==> config.mk <==
export PLATFORM = sky130hd
export DESIGN_NAME = lev_cmd_ctrl
export DESIGN_NICKNAME = d
export VERILOG_FILES = /design/src/rtl/lev_cmd_pkg.sv /design/src/rtl/lev_win_mask.sv /design/src/rtl/lev_cmd_ctrl.sv
export SDC_FILE = /design/constraint.sdc
export NUM_CORES = 1
export LEC_CHECK = 0
export CORE_MARGIN = 5
export CORE_UTILIZATION = 53
export DETAILED_ROUTE_END_ITERATION = 8
export HOLD_SLACK_MARGIN = 0.15
export PLACE_DENSITY_LB_ADDON = 0.1
export SLEW_MARGIN = 5
export SYNTH_ARGS = -nofsm -noshare
export SYNTH_HDL_FRONTEND = slang
export SYNTH_SLANG_ARGS = --single-unit
==> constraint.sdc <==
create_clock -name clk -period 3.4 [get_ports clk]
set_clock_uncertainty 0.05 [all_clocks]
set_input_delay 0.68 -clock clk [delete_from_list [all_inputs] [get_ports clk]]
set_output_delay 0.68 -clock clk [all_outputs]
set_load 0.1 [all_outputs]
==> src/rtl/lev_cmd_pkg.sv <==
// Shared constants, state encoding and configuration record for the levitation command path.
// Latency: none (declarations and a pure combinational helper only).
// Backpressure: none; the helper has no flow control.
package lev_cmd_pkg;

  // Frame delimiters and host response bytes
  localparam logic [7:0] SOF = 8'hFF;
  localparam logic [7:0] EOF = 8'h3C;
  localparam logic [7:0] ACK = 8'h06;
  localparam logic [7:0] NAK = 8'h15;

  // Host command codes (ASCII keys)
  localparam logic [7:0] CMD_LEFT  = 8'h41;  // 'A'
  localparam logic [7:0] CMD_RIGHT = 8'h44;  // 'D'
  localparam logic [7:0] CMD_UP    = 8'h57;  // 'W'
  localparam logic [7:0] CMD_DOWN  = 8'h53;  // 'S'
  localparam logic [7:0] CMD_HOME  = 8'h48;  // 'H'
  localparam logic [7:0] CMD_EN    = 8'h45;  // 'E'
  localparam logic [7:0] CMD_DIS   = 8'h58;  // 'X'

  localparam int ARRAY_DIM = 8;
  localparam int WIN_DIM   = 4;
  localparam logic [ARRAY_DIM-1:0] WIN_ONES = ARRAY_DIM'((1 << WIN_DIM) - 1);

  // Frame parser state encoding
  typedef logic [1:0] state_t;
  localparam state_t ST_IDLE      = 2'd0;
  localparam state_t ST_GET_CMD   = 2'd1;
  localparam state_t ST_GET_PHASE = 2'd2;
  localparam state_t ST_GET_EOF   = 2'd3;

  // One complete levitation setting (staged or committed)
  typedef struct packed {
    logic [2:0] x;
    logic [2:0] y;
    logic       en;
    logic [9:0] phase;
  } cfg_t;

  // Active 4x4 window at origin (x,y): bit 8*r+c set for r in x..x+3, c in y..y+3
  function automatic logic [63:0] win_mask_f(input logic [2:0] x, input logic [2:0] y,
                                             input logic en);
    logic [ARRAY_DIM-1:0] rows;
    logic [ARRAY_DIM-1:0] cols;
    logic [63:0]          m;
    rows = WIN_ONES << x;
    cols = WIN_ONES << y;
    m    = '0;
    for (int r = 0; r < ARRAY_DIM; r++) begin
      if (en && rows[r]) m[ARRAY_DIM*r +: ARRAY_DIM] = cols;
    end
    return m;
  endfunction

endpackage

==> src/rtl/lev_win_mask.sv <==
// Maps a window origin and enable to the 64-bit transducer drive mask.
// Latency: combinational, zero cycles.
// Backpressure: none; output follows inputs continuously.
module lev_win_mask
  import lev_cmd_pkg::*;
(
  input  logic [2:0]  x,
  input  logic [2:0]  y,
  input  logic        en,
  output logic [63:0] mask
);

  assign mask = win_mask_f(x, y, en);

endmodule

==> src/rtl/lev_cmd_ctrl.sv <==
// Parses FF/CMD/PHASE/3C host frames, stages settings, commits them on period_sync.
// Latency: period_sync to outputs 1 clk; a frame ending with period_sync commits that cycle.
// Backpressure: none on rx (every byte is consumed); LEV_CMD_ACK_EN adds a 1-slot ACK/NAK held while tx_busy.
module lev_cmd_ctrl
  import lev_cmd_pkg::*;
#(
  parameter int TIMEOUT_CYC = 50000,
  parameter int INIT_X      = 3,
  parameter int INIT_Y      = 3,
  parameter int POS_MAX     = 4,
  parameter int PHASE_SHIFT = 2
) (
  input  logic        clk,
  input  logic        rst_n,
  input  logic [7:0]  rx_data,
  input  logic        rx_valid,
  input  logic        period_sync,
`ifdef LEV_CMD_ACK_EN
  output logic [7:0]  tx_data,
  output logic        tx_start,
  input  logic        tx_busy,
`endif
  output logic [2:0]  pos_x,
  output logic [2:0]  pos_y,
  output logic [9:0]  phase_delay,
  output logic [63:0] win_mask,
  output logic        cfg_update,
  output logic        frame_busy,
  output logic        frame_err,
  output logic [7:0]  err_cnt
);

  localparam int          CW       = (TIMEOUT_CYC > 2) ? $clog2(TIMEOUT_CYC) : 1;
  localparam logic [CW-1:0] TO_LAST = CW'(TIMEOUT_CYC - 1);
  localparam logic [2:0]  X0       = 3'(INIT_X);
  localparam logic [2:0]  Y0       = 3'(INIT_Y);
  localparam logic [2:0]  PMAX     = 3'(POS_MAX);
  localparam cfg_t        RST_CFG  = '{x: X0, y: Y0, en: 1'b1, phase: 10'd0};
  localparam logic [63:0] RST_MASK = win_mask_f(X0, Y0, 1'b1);

  state_t        state;
  state_t        state_nxt;
  logic [CW-1:0] gap_cnt;
  logic [7:0]    cmd_q;
  logic [7:0]    phase_q;
  cfg_t          stg;
  cfg_t          nxt_stg;
  cfg_t          commit_cfg;
  logic          pending;
  logic [63:0]   mask_nxt;
  logic          timeout;
  logic          eof_ok;
  logic          eof_bad;
  logic          commit;

  // Frame outcome and commit qualifiers; a byte arriving on the limit cycle wins over timeout
  assign timeout    = (state != ST_IDLE) && !rx_valid && (gap_cnt == TO_LAST);
  assign eof_ok     = (state == ST_GET_EOF) && rx_valid && (rx_data == EOF);
  assign eof_bad    = ((state == ST_GET_EOF) && rx_valid && (rx_data != EOF)) || timeout;
  assign commit     = period_sync && (pending || eof_ok);
  assign commit_cfg = eof_ok ? nxt_stg : stg;

  // Frame parser next state
  always_comb begin
    state_nxt = state;
    if (timeout) begin
      state_nxt = ST_IDLE;
    end else if (rx_valid) begin
      case (state)
        ST_IDLE:      state_nxt = (rx_data == SOF) ? ST_GET_CMD : ST_IDLE;
        ST_GET_CMD:   state_nxt = ST_GET_PHASE;
        ST_GET_PHASE: state_nxt = ST_GET_EOF;
        default:      state_nxt = ST_IDLE;
      endcase
    end
  end

  // Staged setting the current frame would produce, relative to the staged (not committed) values
  always_comb begin
    nxt_stg       = stg;
    nxt_stg.phase = {2'b00, phase_q} << PHASE_SHIFT;
    case (cmd_q)
      CMD_LEFT:  if (stg.x != 3'd0) nxt_stg.x = stg.x - 3'd1;
      CMD_RIGHT: if (stg.x < PMAX)  nxt_stg.x = stg.x + 3'd1;
      CMD_UP:    if (stg.y < PMAX)  nxt_stg.y = stg.y + 3'd1;
      CMD_DOWN:  if (stg.y != 3'd0) nxt_stg.y = stg.y - 3'd1;
      CMD_HOME:  begin nxt_stg.x = X0; nxt_stg.y = Y0; end
      CMD_EN:    nxt_stg.en = 1'b1;
      CMD_DIS:   nxt_stg.en = 1'b0;
      default:   ;
    endcase
  end

  lev_win_mask u_win_mask (
    .x    (commit_cfg.x),
    .y    (commit_cfg.y),
    .en   (commit_cfg.en),
    .mask (mask_nxt)
  );

  // Parser state, frame payload capture and busy indication
  always_ff @(posedge clk or negedge rst_n) begin
    if (!rst_n) begin
      state      <= ST_IDLE;
      cmd_q      <= '0;
      phase_q    <= '0;
      frame_busy <= 1'b0;
    end else begin
      state      <= state_nxt;
      frame_busy <= (state_nxt != ST_IDLE);
      if (rx_valid && (state == ST_GET_CMD))   cmd_q   <= rx_data;
      if (rx_valid && (state == ST_GET_PHASE)) phase_q <= rx_data;
    end
  end

  // Inter-byte gap counter; held at zero while idle so a frame starts with a full budget
  always_ff @(posedge clk or negedge rst_n) begin
    if (!rst_n)                                    gap_cnt <= '0;
    else if (rx_valid || timeout || state == ST_IDLE) gap_cnt <= '0;
    else                                           gap_cnt <= gap_cnt + CW'(1);
  end

  // Staged settings and pending flag; the last accepted frame overwrites anything uncommitted
  always_ff @(posedge clk or negedge rst_n) begin
    if (!rst_n) begin
      stg     <= RST_CFG;
      pending <= 1'b0;
    end else begin
      if (eof_ok) stg <= nxt_stg;
      if (commit)      pending <= 1'b0;
      else if (eof_ok) pending <= 1'b1;
    end
  end

  // Committed outputs, update strobe and error reporting
  always_ff @(posedge clk or negedge rst_n) begin
    if (!rst_n) begin
      pos_x       <= X0;
      pos_y       <= Y0;
      phase_delay <= '0;
      win_mask    <= RST_MASK;
      cfg_update  <= 1'b0;
      frame_err   <= 1'b0;
      err_cnt     <= '0;
    end else begin
      cfg_update <= commit;
      frame_err  <= eof_bad;
      if (commit) begin
        pos_x       <= commit_cfg.x;
        pos_y       <= commit_cfg.y;
        phase_delay <= commit_cfg.phase;
        win_mask    <= mask_nxt;
      end
      if (eof_bad && (err_cnt != 8'hFF)) err_cnt <= err_cnt + 8'd1;
    end
  end

`ifdef LEV_CMD_ACK_EN
  logic       resp_vld;
  logic [7:0] resp_dat;

  // Single-slot response queue; a newer frame result replaces an unsent one
  always_ff @(posedge clk or negedge rst_n) begin
    if (!rst_n) begin
      resp_vld <= 1'b0;
      resp_dat <= '0;
      tx_start <= 1'b0;
      tx_data  <= '0;
    end else begin
      tx_start <= 1'b0;
      if (eof_ok || eof_bad) begin
        resp_vld <= 1'b1;
        resp_dat <= eof_ok ? ACK : NAK;
      end else if (resp_vld && !tx_busy) begin
        tx_start <= 1'b1;
        tx_data  <= resp_dat;
        resp_vld <= 1'b0;
      end
    end
  end
`endif

endmodule

### Supply network, run 1

Scale bar: 20 µm. Pins as bars on the die edge.
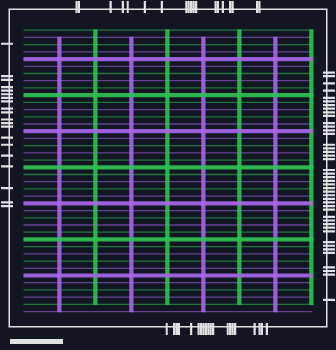
net	color
VSS	purple
VDD	green
met5 straps	7
signal pins	103
Die Ht: 119 µm
core area: 11,600 µm²
Max IR drop VDD: 0.000704 V
Chip Width: 119 µm

### Cells colored by class, run 1

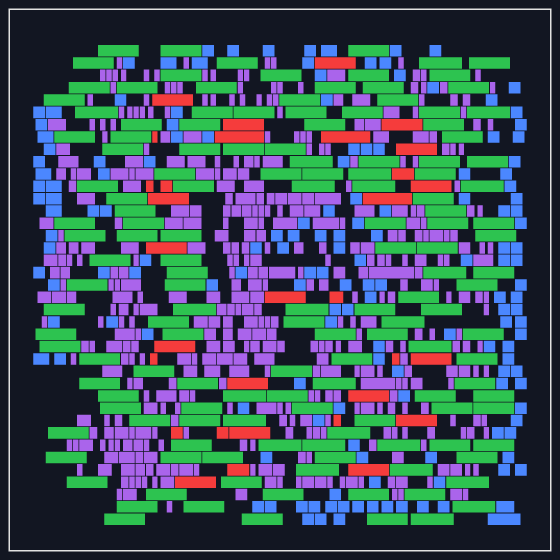
class	color	cells
clock drivers and dummy loads	red	31
combinational and other logic	purple	439
flops	green	143
other buffers and delay cells	blue	156

==> flow_summary.toml, run 1 <==
# yosys + openroad results
[final_timing]
setup_viol = 0
hold_violations = 0
clock.fmax_mhz = 303
min_period_ns = 3.30

[cells_and_area]
utilization = 0.710
inverters = 16
final_area_um2 = 8220
buffers_excl_clock = 156
clkbuf_count = 20
clkCellAreaFrac = 0.0728
mi_logic_area_um2 = 2560

[setup_path]
worstPathRequired_ns = 3.68
crit_chain = "clkdlybuf4s50_1 > or4_4 > or3_1 > or3_4 > o31a_1 > buf_4 > xor2_1 > or2_4 > o31ai_4"
cpPeakStageDelay_ns = 0.55
startpoint_type = "primary input"
critical_path_buf_inv_count = 2

[power]
comb_cell_power_mw = 0.892
comb_power_share = 0.187
p_int_mw = 3.35
powerSeq_mw = 2.00
p_clk_mw = 1.87
clockPowerShare = 0.393

[yosys]
mux_share = 0.0371
yosysWarnings = 0
ys_types = 57
yosys.area.top_type_share = 0.468

[drt]
wl_met1_um = 6550
routed.top_layer = "met4"

[placement]
dp.cells = 879
dp.final_hpwl_um = 10700

[outcome]
outcome = "finished clean"

[cts]
holdBufCountCts = 0
### Routed clock nets over the placement, run 1

Scale bar: 20 µm.
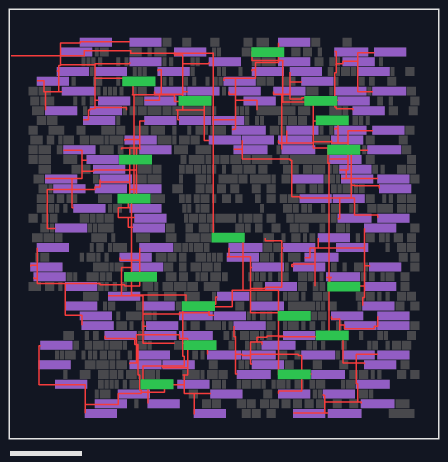
[flip-flops] purple | count: 143
[clock wires] red | length: 1,720 µm
[clock drivers] green | count: 17
flops lie	all over the die

### Metal layers overlaid, run 1

Scale bar: 20 µm.
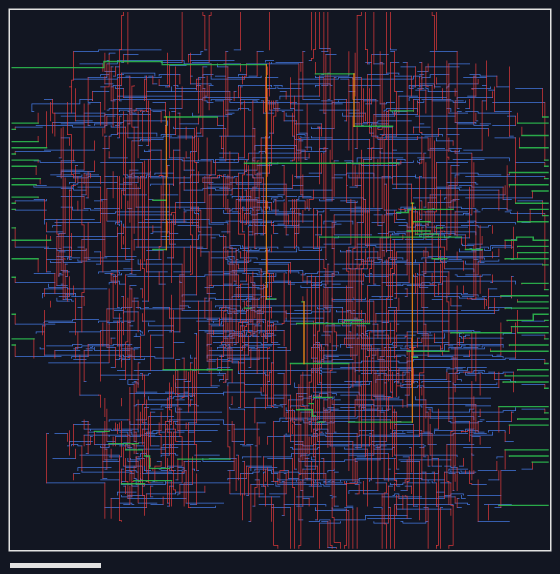
layer	color	wire length
metal 2	red	7,380 µm
metal 1	blue	6,550 µm
metal 3	green	684 µm
metal 4	orange	154 µm

==> run 1 -> run 2 <==
--- a/config.mk
+++ b/config.mk
@@ -8,8 +8,10 @@
 export CORE_MARGIN = 5
 export CORE_UTILIZATION = 53
 export DETAILED_ROUTE_END_ITERATION = 8
+export GPL_ROUTABILITY_DRIVEN = 1
 export HOLD_SLACK_MARGIN = 0.15
 export PLACE_DENSITY_LB_ADDON = 0.1
+export REMOVE_ABC_BUFFERS = 1
 export SLEW_MARGIN = 5
 export SYNTH_ARGS = -nofsm -noshare
 export SYNTH_HDL_FRONTEND = slang
### Routed clock nets over the placement, run 2

Scale bar: 20 µm.
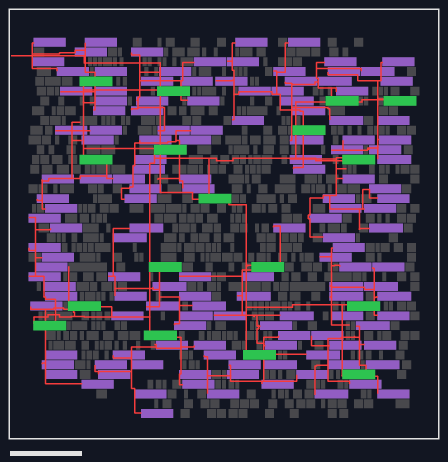
[clock wires] red | length: 1,630 µm
[clock drivers] green | count: 17
[flip-flops] purple | count: 143
routed clock nets	18
flops lie	all over the die

==> flow_summary.toml, run 2 <==
# yosys + openroad results
[outcome]
outcome = "finished clean"

[global_route]
top_usage_layer = "met2"
grt_pass1_vias = 5165
overflow = 0

[die]
die_h_um = 119
fp_util = 0.546
core_um2 = 11600

[cells_and_area]
clkbuf_count = 30
clkCellAreaFrac = 0.0663
mi_logic_area_um2 = 2560
inverters = 16
utilization = 0.704
final_area_um2 = 8140

[yosys]
ys_cells = 611
ys_types = 57
ff_type = "dfrtp_1"
yosysWarnings = 0
mux_share = 0.0371
ys_sh_simple = 0.183
yosys.area.top_type_share = 0.468
synth_top_cell_by_area = "dfrtp_1"

[setup_path]
worstPathRequired_ns = 3.68
startpoint_type = "primary input"
crit_chain = "clkdlybuf4s50_1 > or4_4 > or3_4 > or3_1 > o31a_1 > buf_4 > xor2_1 > or2_4 > o31ai_4"
cpPeakStageDelay_ns = 0.53
critical_path_buf_inv_count = 2

[drt]
vias = 4974
wl_met1_um = 6180
wl_met3_um = 821

[final_timing]
whs_ns = 0.209
hold_violations = 0
min_period_ns = 3.34
setup_viol = 0
clock.fmax_mhz = 300

[cts]
holdBufCountCts = 0
cts_resized = 0

[power]
p_int_mw = 3.23
powerSeq_mw = 2.02
clockPowerShare = 0.371
peakVddDrop_v = 0.000766
comb_power_share = 0.188
comb_cell_power_mw = 0.863

[placement]
dp.cells = 879
dp.final_hpwl_um = 10600
Power and IR drop assume default switching activity.
